`config.mk`:
```
export PLATFORM = sky130hd
export DESIGN_NAME = id_ex_stage
export DESIGN_NICKNAME = d
export VERILOG_FILES = /design/src/rtl/id_ex_stage.sv
export SDC_FILE = /design/constraint.sdc
export NUM_CORES = 1
export LEC_CHECK = 0
export ABC_AREA = 1
export CORE_AREA = 2 2 271 273
export DETAILED_ROUTE_END_ITERATION = 8
export DIE_AREA = 0 0 273 275
export GPL_ROUTABILITY_DRIVEN = 1
export HOLD_SLACK_MARGIN = 0.02
export REMOVE_ABC_BUFFERS = 1
export SKIP_CTS_REPAIR_TIMING = 1
export SYNTH_ARGS = -nofsm -noshare
export SYNTH_HDL_FRONTEND = slang
export SYNTH_SLANG_ARGS = --single-unit
```
`constraint.sdc`:
```
create_clock -name clk -period 1.6 [get_ports clk]
set_input_delay 0.16 -clock clk [delete_from_list [all_inputs] [get_ports clk]]
set_output_delay 0.16 -clock clk [all_outputs]
set_load 0.01 [all_outputs]
```
`src/rtl/id_ex_stage.sv`:
```
// ID/EX pipeline register feeding the 64-bit ALU.
// Holds decoded operands and control for one cycle, resolves EX-stage
// forwarding from MEM and WB, and inserts a bubble on a load-use hazard.
module id_ex_stage #(
  parameter int XLEN       = 64,
  parameter int REG_ADDR_W = 5
) (
  input  logic                  clk,
  input  logic                  rst,
  input  logic                  stall,
  input  logic                  flush,
  input  logic                  id_valid,
  input  logic [XLEN-1:0]       id_pc,
  input  logic [XLEN-1:0]       id_rs1_data,
  input  logic [XLEN-1:0]       id_rs2_data,
  input  logic [XLEN-1:0]       id_imm,
  input  logic [REG_ADDR_W-1:0] id_rs1_addr,
  input  logic [REG_ADDR_W-1:0] id_rs2_addr,
  input  logic [REG_ADDR_W-1:0] id_rd_addr,
  input  logic                  id_uses_rs1,
  input  logic                  id_uses_rs2,
  input  logic [3:0]            id_alu_func,
  input  logic [1:0]            id_srca_sel,
  input  logic [1:0]            id_srcb_sel,
  input  logic                  id_reg_write,
  input  logic                  id_mem_read,
  input  logic                  id_mem_write,
  input  logic                  mem_fwd_valid,
  input  logic [REG_ADDR_W-1:0] mem_fwd_rd,
  input  logic [XLEN-1:0]       mem_fwd_data,
  input  logic                  wb_fwd_valid,
  input  logic [REG_ADDR_W-1:0] wb_fwd_rd,
  input  logic [XLEN-1:0]       wb_fwd_data,
  output logic                  load_use_stall,
  output logic                  ex_valid,
  output logic [XLEN-1:0]       ex_pc,
  output logic [REG_ADDR_W-1:0] ex_rd_addr,
  output logic                  ex_reg_write,
  output logic                  ex_mem_read,
  output logic                  ex_mem_write,
  output logic [XLEN-1:0]       alu_srca,
  output logic [XLEN-1:0]       alu_srcb,
  output logic [3:0]            alu_func,
  output logic [XLEN-1:0]       ex_store_data
);

  logic [XLEN-1:0]       r_rs1_data;
  logic [XLEN-1:0]       r_rs2_data;
  logic [XLEN-1:0]       r_imm;
  logic [REG_ADDR_W-1:0] r_rs1_addr;
  logic [REG_ADDR_W-1:0] r_rs2_addr;
  logic [1:0]            r_srca_sel;
  logic [1:0]            r_srcb_sel;
  logic [XLEN-1:0]       fwd_rs1;
  logic [XLEN-1:0]       fwd_rs2;
  logic                  hazard;
  logic                  clear;
  logic                  load;

  // Load-use hazard: EX holds a load whose destination the ID instruction reads.
  always_comb begin
    hazard = ex_valid && ex_mem_read && (ex_rd_addr != '0) && id_valid &&
             ((id_uses_rs1 && (id_rs1_addr == ex_rd_addr)) ||
              (id_uses_rs2 && (id_rs2_addr == ex_rd_addr)));
    load_use_stall = hazard && !flush;
  end

  // Edge action: rst > flush > stall hold > load bubble > capture.
  // An invalid ID slot is captured as a bubble so no stray control leaks into EX.
  always_comb begin
    clear = rst || flush || (!stall && (load_use_stall || !id_valid));
    load  = !clear && !stall;
  end

  // Group-wise register update; fields never change independently.
  always_ff @(posedge clk) begin
    if (clear) begin
      ex_valid     <= 1'b0;
      ex_pc        <= '0;
      ex_rd_addr   <= '0;
      ex_reg_write <= 1'b0;
      ex_mem_read  <= 1'b0;
      ex_mem_write <= 1'b0;
      alu_func     <= 4'b0000;
      r_rs1_data   <= '0;
      r_rs2_data   <= '0;
      r_imm        <= '0;
      r_rs1_addr   <= '0;
      r_rs2_addr   <= '0;
      r_srca_sel   <= 2'b00;
      r_srcb_sel   <= 2'b00;
    end else if (load) begin
      ex_valid     <= 1'b1;
      ex_pc        <= id_pc;
      ex_rd_addr   <= id_rd_addr;
      ex_reg_write <= id_reg_write;
      ex_mem_read  <= id_mem_read;
      ex_mem_write <= id_mem_write;
      alu_func     <= id_alu_func;
      r_rs1_data   <= id_rs1_data;
      r_rs2_data   <= id_rs2_data;
      r_imm        <= id_imm;
      r_rs1_addr   <= id_rs1_addr;
      r_rs2_addr   <= id_rs2_addr;
      r_srca_sel   <= id_srca_sel;
      r_srcb_sel   <= id_srcb_sel;
    end
  end

  // Forwarding: MEM is younger than WB so it wins; x0 is never forwarded.
  always_comb begin
    fwd_rs1 = r_rs1_data;
    fwd_rs2 = r_rs2_data;
    if (ex_valid && (r_rs1_addr != '0)) begin
      if (mem_fwd_valid && (mem_fwd_rd == r_rs1_addr))     fwd_rs1 = mem_fwd_data;
      else if (wb_fwd_valid && (wb_fwd_rd == r_rs1_addr))  fwd_rs1 = wb_fwd_data;
    end
    if (ex_valid && (r_rs2_addr != '0)) begin
      if (mem_fwd_valid && (mem_fwd_rd == r_rs2_addr))     fwd_rs2 = mem_fwd_data;
      else if (wb_fwd_valid && (wb_fwd_rd == r_rs2_addr))  fwd_rs2 = wb_fwd_data;
    end
  end

  // Operand muxing; a bubble presents zero operands to the ALU.
  always_comb begin
    alu_srca      = '0;
    alu_srcb      = '0;
    ex_store_data = fwd_rs2;
    if (ex_valid) begin
      case (r_srca_sel)
        2'b00:   alu_srca = fwd_rs1;
        2'b01:   alu_srca = ex_pc;
        default: alu_srca = '0;
      endcase
      case (r_srcb_sel)
        2'b00:   alu_srcb = fwd_rs2;
        2'b01:   alu_srcb = r_imm;
        2'b10:   alu_srcb = XLEN'(4);
        default: alu_srcb = '0;
      endcase
    end
  end

endmodule
```
Figure 1. The metal 2 layer (run 1).
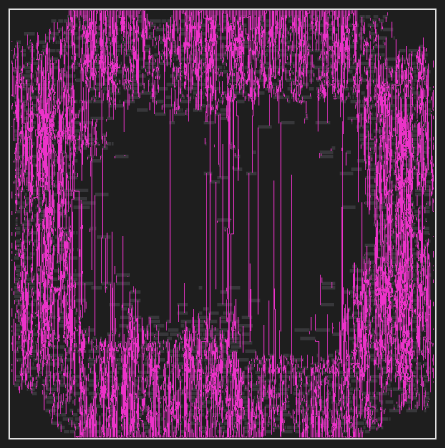
nets with wire on the layer: 3142
wire length on this layer: 41.5 mm
share of all routed wire: 48%
main direction: vertical
via count: 20400
WL final: 86.1 mm
met2 usage: 0.337

Figure 2. Cell placement (run 1).
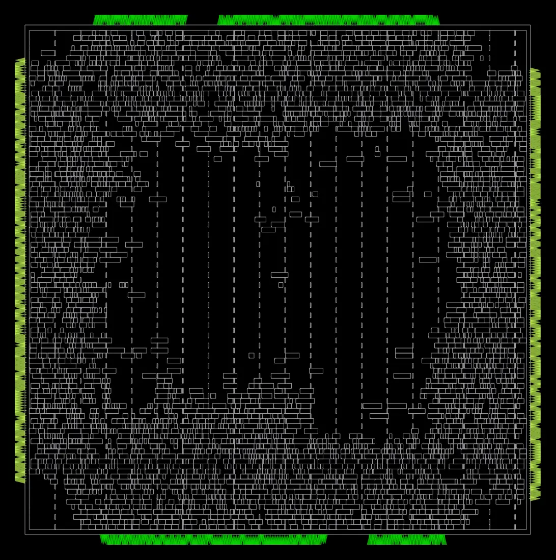
num tapcells: 959
Core ar.: 0.0723 sq mm
Non-Filler Instances: 4490
seq_cells: 283

Figure 3. Where the registers sit (run 1).
Other sequential cells in the stronger grey, the rest of the logic in the fainter grey.
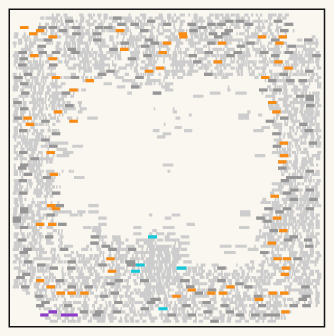
[cyan] r_rs2_addr | sequential cells: 5 | where: south
[orange] r_rs2_data | sequential cells: 64 | where: widely spread
[purple] alu_func | sequential cells: 4 | where: south-west
Flop area: 0.00569 sq mm
Power Sequential: 7.39 mW
Util after Layout: 0.415

==> flow_metrics.tcl, run 1 <==
# yosys + openroad results
set metrics [dict create \
    crit_type "reg2out" \
    ys_ff 283 \
    critical_path.endpoint "alu_srca[47]" \
    critPathArrivalTime_ps 2450 \
    cts_max_level 2 \
    clk_path_buf_depth 3 \
    biggestCellCategory "combinational gates" \
    p_per_area_mw_per_mm2 697 \
    slew_headroom 0.716 \
    fin_ws_ps -1010 \
    met2_length_mm 41.5 \
    p_comb_frac 0.202 \
    top_area_cell "dfxtp_1" \
    dp.cells 4359 \
    min_path_type "in2reg" \
    wl_met1_mm 34.2 \
    buffer_area_frac 0.340 \
    simple_gate_area_frac 0.346 \
    cts_buffers 38 \
    routed_via_density 4.54 \
    yosys.area_share.xor_xnor 0.00265 \
    slew_viol_final 0 \
    place.gp.congestion 0.887 \
    min-delay-start "stall" \
    dr.max_layer_used "met5" \
    r2r-end "r_imm[27]" \
    place_hpwl_mm 59.3 \
    n_all_inverters 270 \
    top_usage_layer "met2" \
    edf_count 0 \
    grt_util_all_layers 0.193 \
    comb_area_frac 0.351 \
    die_area_sq_mm 0.0751 \
    n_clock_buffer 60 \
    fp.dieH_um 275 \
    flop_cell "dfxtp_1" \
    peakVddDrop_mv 0.666 \
    avgSynthCellArea_sq_um 6.21 \
    nNonClkBuffers 987 \
    grt_max_degree 83 \
    power_switching_mw 5.59 \
    fill_cells 7433 \
    cp-startpoint "r_rs1_addr[3]" \
    remaining_drc_errors 0 \
    p_leak_nw 14.6 \
    final_layout_size_suffix_gt1_frac 0.234 \
    yosys_cells 2659 \
    port_buffers 698 \
    path_delay_family "simple AND/OR/NAND/NOR gates" \
    final_area_sq_mm 0.0300 \
    grt_pass1_wl_mm 112 \
    path_cells "inv_2 -> nand2_1 -> nand2_2 -> nor2_4 -> nand3_4 -> buf_8 -> clkbuf_16 -> buf_12 -> nor2_2 -> nor2_1 -> nand2_1 -> nand3_1 -> a21oi_2 -> buf_2" \
    place_area_sq_mm 0.0263 \
    syn_area_sq_mm 0.0165 \
    failed_checks "negative setup slack" \
    final_cell_mix "571 x nand2_1, 505 x clkdlybuf4s50_1, 452 x nor2_1, 273 x dfxtp_1, 247 x inv_1" \
    finalClockPeriodUsage 1.63 \
    yosysTopAreaCellShare 0.343 \
    setup.reg_to_reg.worst_slack_ps -210 \
    p_sw_frac 0.267 \
    drtPass1Iterations 5 \
    critPathMostFrequentCell "nand2_1" \
    die_w_um 273 \
    path_max_fanout 8 \
    yosys_area_sq_mm 0.0165 \
    nets 3928 \
    critPathMaxStageDelay_ps 370 \
    synthAoiAreaFrac 0.114 \
    critPathBufInv 5 \
    comb_cells 1919 \
    wl_met3_mm 6.60 \
    cts_tree "done" \
    tns_ps -217550 \
    clock_sinks 283 \
    top_logic_kind "simple AND/OR/NAND/NOR gates" \
    pre_cts_ws_ps -1260 \
    clk_share 0.0451 \
    final_common_cell "nand2_1" \
    worstMarginPinSlew_ps 426 \
    syn_inst 2659 \
    outcome "finished, violations left" \
    synth_top_cell_by_count "nand2_1" \
    cts_root_buffer "clkbuf_16" \
    critPathRequiredTime_ps 1440 \
    fin_crit_ps 2610 \
    clockPowerShare 0.445 \
    finalSetupViolations 520 \
    top_cells_by_count "675 x nand2_1, 486 x nor2_1, 283 x dfxtp_1, 263 x inv_1, 242 x o21ai_0" \
    antenna_found_initial 6 \
    cp.depth 14 \
    rows 99 \
    area_delta_synth_final_pct 81.8 \
    diodes 3 \
    clk-insertion-delay-late_ps 560 \
    rsz0062_at_grt "true" \
    warnings 26 \
    async_flop_share 0 \
    final_antenna_net_count 0 \
    comb_area_sq_mm 0.0105 \
    cp_slowest_cell "dfxtp_4" \
    route.detailed.wl_per_inst_um 19.2 \
    synthAdderAreaFrac 0 \
    yosysUniqueCellTypes 25 \
    grt_overflow 0 \
    seq_area_frac 0.189 \
    hold_ws_ps 67.3 \
]
run 1: registers in the layout, summed over array words and instances, names as in the netlist:
signal        flops
ex_pc            64
r_imm            64
r_rs1_data       64
r_rs2_data       64
ex_rd_addr        5
r_rs1_addr        5
r_rs2_addr        5
alu_func          4
r_srca_sel        2
r_srcb_sel        2
ex_mem_read       1
ex_mem_write      1
ex_reg_write      1
ex_valid          1
run 1: power groups by stage:
| stage | registers (mW) | logic (mW) | clock network (mW) |
|---|---|---|---|
| detailed placement | 7.54 | 3.79 | 0 |
| CTS | 7.39 | 3.82 | 9.53 |
| global placement | 7.54 | 3.78 | 0 |
| finish | 7.39 | 4.23 | 9.31 |
| floorplan | 7.54 | 1.32 | 0 |
| global route | 7.41 | 4.56 | 9.81 |
==> run 2: changes to the inputs <==
CORE_AREA = 2 2 272 274   (was 2 2 271 273)
DIE_AREA = 0 0 274 276   (was 0 0 273 275)
Figure 4. Local utilization (run 2).
The die is cut into 27 by 28 equal tiles; white is low, dark blue is high, 0 to 100% covered.
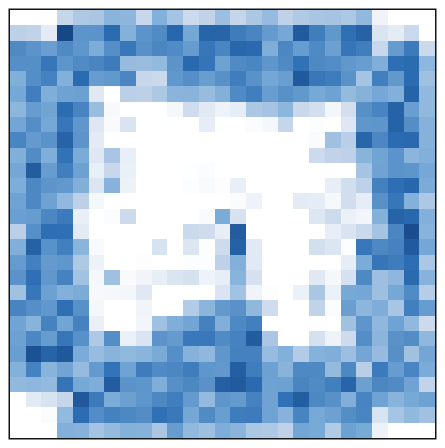
densest ninth of the die: south
emptiest ninth of the die: centre
tiles over 75% full: 6.1%
mean over tiles: 38%
Core Util at FP: 0.228
Core ar.: 0.0726 sq mm
Util after Layout: 0.413

Figure 5. Cell placement (run 2).
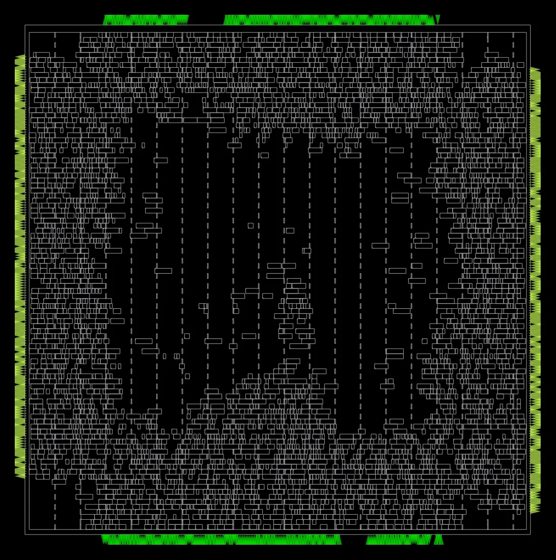
Non-Filler Instances: 4527
flop share of the area: 0.190
num rows: 99
filler cell count: 7586

Figure 6. Metal 1 (run 2).
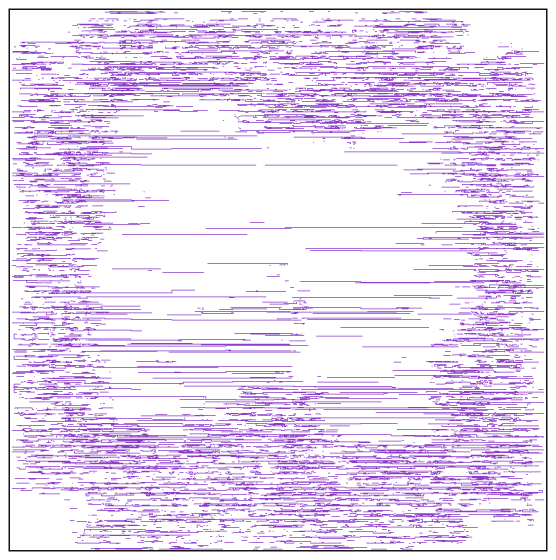
main direction: horizontal
nets with wire on the layer: 3626
share of all routed wire: 40%
via count: 20600
met1 track demand over resource: 0.237
WL final: 91.8 mm

==> run 2 against run 1 <==
Against the previous run: the run still ends with negative setup slack left; first-iteration DRC count fell by 6.1%; combinational power hardly changed; sequential power hardly changed; hold slack better by 140 ps; maximum frequency shrank 4.2%; critical endpoint is now ex_store_data[12].
==> flow_metrics.tcl, run 2 <==
# yosys + openroad results
set metrics [dict create \
    final_antenna_net_count 0 \
    cp_slowest_cell "dfxtp_2" \
    min-delay-start "id_pc[55]" \
    pre_cts_ws_ps -1320 \
    place.gp.congestion 0.906 \
    edf_count 0 \
    critPathRequiredTime_ps 1440 \
    top_cells_by_count "675 x nand2_1, 486 x nor2_1, 283 x dfxtp_1, 263 x inv_1, 242 x o21ai_0" \
    outcome "finished, violations left" \
    antenna_found_initial 6 \
    clk_path_buf_depth 3 \
    routed_via_density 4.54 \
    critical_path.endpoint "ex_store_data[12]" \
    pwr-share-seq 0.360 \
    diodes 6 \
    worstMarginPinSlew_ps 309 \
    warnings 26 \
    cp.depth 11 \
    place_hpwl_mm 62.4 \
    crit_type "reg2out" \
    setup.reg_to_reg.worst_slack_ps -260 \
    cts_max_level 2 \
    maxPowerGroup "the clock network" \
    yosysTopAreaCellShare 0.343 \
    syn_area_sq_mm 0.0165 \
    fp.dieH_um 276 \
    cts_root_buffer "clkbuf_16" \
    n_clock_buffer 58 \
    flop_cell "dfxtp_1" \
    comb_area_sq_mm 0.0102 \
    synth_top_cell_by_count "nand2_1" \
    nets 3963 \
    syn_inst 2659 \
    slew_headroom 0.793 \
    critPathArrivalTime_ps 2570 \
    critPathBufInv 5 \
    top_area_cell "dfxtp_1" \
    rsz0062_at_grt "true" \
    final_layout_size_suffix_gt1_frac 0.216 \
    area_delta_synth_final_pct 81.3 \
    synthAoiAreaFrac 0.114 \
    simple_gate_area_frac 0.346 \
    synthAdderAreaFrac 0 \
    failed_checks "negative setup slack" \
    grt_util_all_layers 0.205 \
    yosys_cells 2659 \
    fin_ws_ps -1130 \
    route.detailed.wl_per_inst_um 20.3 \
    grt_pass1_vias 19200 \
    nWellTaps 959 \
    r2r-end "ex_pc[23]" \
    port_buffers 698 \
    grt_pass1_wl_mm 119 \
    remaining_drc_errors 0 \
    p_sw_frac 0.276 \
    yosys.area_share.xor_xnor 0.00265 \
    slew_viol_final 0 \
    p_per_area_mw_per_mm2 685 \
    ys_warn_count 0 \
    path_max_fanout 5 \
    critPathMostFrequentCell "nand2_4" \
    cts_tree "done" \
    top_logic_kind "simple AND/OR/NAND/NOR gates" \
    clk_share 0.0427 \
    clockPowerShare 0.434 \
    muxShareOfSynthArea 0.0824 \
    grt_max_degree 54 \
    grt_overflow 0 \
    fin_crit_ps 2730 \
    worstHoldEndpoint "ex_pc[55]" \
    path_cells "buf_6 -> nor3_4 -> nand3_2 -> nand2_4 -> inv_1 -> nand2_4 -> clkbuf_16 -> nand2_1 -> buf_4 -> and2_1 -> dlymetal6s2s_1" \
    ys_ff 283 \
    seqCellArea_sq_mm 0.00568 \
    clock_sinks 283 \
    die_area_sq_mm 0.0756 \
    powerSeq_mw 7.39 \
    final_common_cell "nand2_1" \
    n_all_inverters 270 \
    nNonClkBuffers 1021 \
    finalClockPeriodUsage 1.70 \
    ios 699 \
    path_delay_family "simple AND/OR/NAND/NOR gates" \
    seq_cells 283 \
    clk-insertion-delay-late_ps 560 \
    biggestCellCategory "buffers" \
    comb_area_frac 0.339 \
    power_switching_mw 5.67 \
    comb_cells 1920 \
    p_leak_nw 14.8 \
    pg_comb_mw 4.23 \
    yosysUniqueCellTypes 25 \
    critPathMaxStageDelay_ps 340 \
    finalSetupViolations 542 \
    cts_buffers 38 \
    p_comb_frac 0.206 \
    final_cell_mix "604 x nand2_1, 505 x clkdlybuf4s50_1, 440 x nor2_1, 274 x dfxtp_1, 256 x inv_1" \
    maxCapViolCount 0 \
    avgSynthCellArea_sq_um 6.21 \
    cp-startpoint "r_rs2_addr[1]" \
    clock_power_mw 8.91 \
    yosys_area_sq_mm 0.0165 \
    min_path_type "in2reg" \
    peakVddDrop_mv 0.700 \
    drtPass1Iterations 6 \
    buffer_area_frac 0.354 \
]
[run 2: per-layer routing]
| metal | up-vias | GRT usage | wire (um) |
|---|---|---|---|
| li1 | 10100 | - | - |
| met1 | 9487 | 0.237 | 36900 |
| met2 | 779 | 0.366 | 45400 |
| met3 | 146 | 0.0415 | 6210 |
| met4 | 2 | 0.0812 | 3260 |
| met5 | - | 0 | 13 |
[run 2: through the flow]
step | TNS [ps] | instance area [sq um] | hold WS (ps) | cells
2_1_floorplan | -1696900 | 15700 | 319 | 2472
3_3_place_gp | -342060 | 26700 | 488 | 4389
3_5_place_dp | -344790 | 26700 | 498 | 4389
4_1_cts | -343190 | 28000 | -89.2 | 4457
5_1_grt | -333600 | 29900 | 195 | 4524
6_report | -249850 | 30000 | 209 | 4527
==> run 3: changes to the inputs <==
CTS_CLUSTER_DIAMETER = 120   (was unset)
Figure 7. Where the registers sit (run 3).
Other sequential cells in the stronger grey, the rest of the logic in the fainter grey.
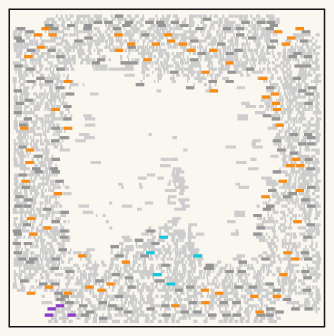
[purple] alu_func | sequential cells: 4 | where: south-west
[cyan] r_rs2_addr | sequential cells: 5 | where: south
[orange] r_rs2_data | sequential cells: 64 | where: widely spread
Flop area: 0.00568 sq mm

Figure 8. The metal 2 layer (run 3).
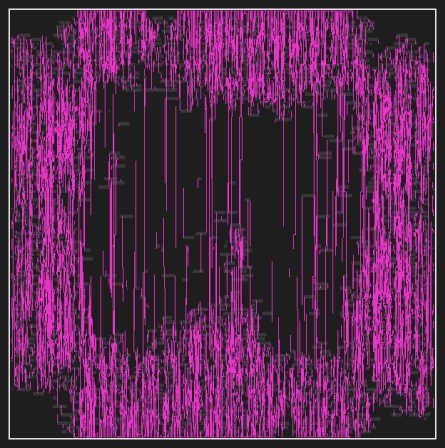
longest straight run: 155 um
share of all routed wire: 49%
met2 usage: 0.366

Figure 9. Metal 1 (run 3).
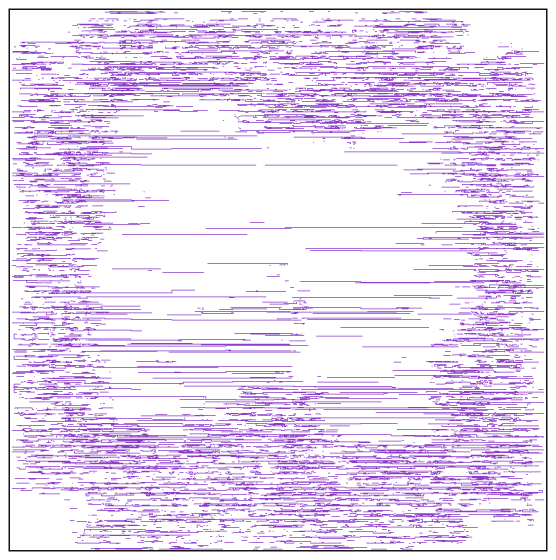
main direction: horizontal
share of all routed wire: 40%
nets with wire on the layer: 3626

==> run 3 against run 2 <==
Against the previous run: the flow still finishes with violations (negative setup slack); final cell count unchanged; flip-flop count unchanged; total power unchanged; global-route usage unchanged; first-iteration DRC count unchanged; die area unchanged; non-clock buffer count unchanged; sequential share of layout area unchanged.
==> flow_metrics.tcl, run 3 <==
# yosys + openroad results
set metrics [dict create \
    hold_ws_ps 209 \
    comb_cells 1920 \
    p_comb_frac 0.206 \
    synth.area.top_cells "dfxtp_1 34%, nand2_1 15%, nor2_1 11%, mux2i_1 8.2%, o21ai_0 7.3%" \
    yosys_cells 2659 \
    async_flop_share 0 \
    wl_met3_mm 6.21 \
    critPathBufInv 5 \
    fp.dieH_um 276 \
    final_cell_mix "604 x nand2_1, 505 x clkdlybuf4s50_1, 440 x nor2_1, 274 x dfxtp_1, 256 x inv_1" \
    biggestCellCategory "buffers" \
    yosysTopAreaCellShare 0.343 \
    initCoreUtil 0.228 \
    grt_overflow 0 \
    endpoint_kind "output port" \
    ys_ff 283 \
    final_antenna_net_count 0 \
    slew_headroom 0.793 \
    ys_warn_count 0 \
    finalSetupViolations 542 \
    failed_checks "negative setup slack" \
    grt_util_all_layers 0.205 \
    path_max_fanout 5 \
    synth_seq_share 0.343 \
    syn_area_sq_mm 0.0165 \
    worstMarginPinSlew_ps 309 \
    die_w_um 274 \
    p_sw_frac 0.276 \
    n_all_inverters 270 \
    die_area_sq_mm 0.0756 \
    nets 3963 \
    p_int_mw 14.9 \
    cts_max_level 2 \
    routed_via_density 4.54 \
    clock_power_mw 8.91 \
    p_leak_nw 14.8 \
    comb_area_frac 0.339 \
    syn_inst 2659 \
    clk_share 0.0427 \
    grt_pass1_vias 19200 \
    flop_cell "dfxtp_1" \
    final_area_sq_mm 0.0300 \
    peakVddDrop_mv 0.700 \
    wl_met1_mm 36.9 \
    vias 20600 \
    rsz0062_at_grt "true" \
    top_cells_by_count "675 x nand2_1, 486 x nor2_1, 283 x dfxtp_1, 263 x inv_1, 242 x o21ai_0" \
    rows 99 \
    pwr-share-seq 0.360 \
    crit_type "reg2out" \
    final_util 0.413 \
    maxPowerGroup "the clock network" \
    yosysUniqueCellTypes 25 \
    max_freq_mhz 367 \
    port_buffers 698 \
    pre_cts_ws_ps -1320 \
    grt_max_degree 54 \
    hold_viol_final 0 \
    area_delta_synth_final_pct 81.3 \
    finalClockPeriodUsage 1.70 \
    n_clock_buffer 58 \
    final_layout_size_suffix_gt1_frac 0.216 \
    drt_wl_total_mm 91.8 \
    dp.cells 4389 \
    edf_count 0 \
    place_hpwl_mm 62.4 \
    warnings 26 \
    slew_viol_final 0 \
    seq_cells 283 \
    critPathMostFrequentCell "nand2_4" \
    fin_crit_ps 2730 \
    clockPowerShare 0.434 \
    ios 699 \
    whs_path_depth 3 \
    nWellTaps 959 \
    diodes 6 \
    min_path_type "in2reg" \
    critPathMaxStageDelay_ps 340 \
    dr.max_layer_used "met5" \
    yosys_area_sq_mm 0.0165 \
    drtIter0Drc 1234 \
    clock_sinks 283 \
    avgSynthCellArea_sq_um 6.21 \
    critPathArrivalTime_ps 2570 \
    path_cells "buf_6 -> nor3_4 -> nand3_2 -> nand2_4 -> inv_1 -> nand2_4 -> clkbuf_16 -> nand2_1 -> buf_4 -> and2_1 -> dlymetal6s2s_1" \
    cts_buffers 38 \
    clk-insertion-delay-late_ps 560 \
    path_clk_slew_ps 60 \
    path_delay_family "simple AND/OR/NAND/NOR gates" \
    critPathRequiredTime_ps 1440 \
    fp.coreArea_sq_mm 0.0726 \
    synth_top_cell_by_count "nand2_1" \
    fin_ws_ps -1130 \
    place.gp.congestion 0.906 \
    powerSeq_mw 7.39 \
    final_common_cell "nand2_1" \
    cp.depth 11 \
    maxCapViolCount 0 \
    cp_slowest_cell "dfxtp_2" \
    place_area_sq_mm 0.0267 \
    route.detailed.wl_per_inst_um 20.3 \
    startpoint_type "flip-flop" \
    reg2regPathDepth 12 \
    clk_path_buf_depth 3 \
    instances_no_fill 4527 \
    cts_root_buffer "clkbuf_16" \
    remaining_drc_errors 0 \
    power_mw 20.5 \
    buffer_area_frac 0.354 \
    seq_area_frac 0.190 \
    met2_length_mm 45.4 \
    skew_ps 14.8 \
    cts_tree "done" \
    tns_ps -249850 \
    drtPass1Iterations 6 \
    fill_cells 7586 \
    antenna_found_initial 6 \
    p_per_area_mw_per_mm2 685 \
    grt_pass1_wl_mm 119 \
    outcome "finished, violations left" \
    comb_area_sq_mm 0.0102 \
    nNonClkBuffers 1021 \
    power_switching_mw 5.67 \
    top_area_cell "dfxtp_1" \
    pg_comb_mw 4.23 \
]
run 3: final timing paths:
check	start	slack, ps	to
max	r_rs2_addr[1]	-1130	ex_store_data[12]
min	id_pc[55]	210	ex_pc[55]
max reg2reg	ex_valid	-260	ex_pc[23]
min reg2reg	alu_func[0]	510	alu_func[0]
run 3: metal layers:
metal | vias up | global-route usage
met5 | - | 0
met4 | 2 | 0.0812
met3 | 146 | 0.0415
met2 | 779 | 0.366
met1 | 9487 | 0.237
li1 | 10100 | -
run 3: cells by family after synthesis:
| group | after synthesis | share of synthesized area |
|---|---|---|
| AOI/OAI and AO/OA | 374 | 0.114 |
| xor gates and xnor gates | 5 | 0.00265 |
| muxes | 136 | 0.0824 |
| buffers and inverters | 457 | 0.112 |
| and+or+nand+nor | 1404 | 0.346 |
| DFF | 283 | 0.343 |
Power and IR drop assume default switching activity.
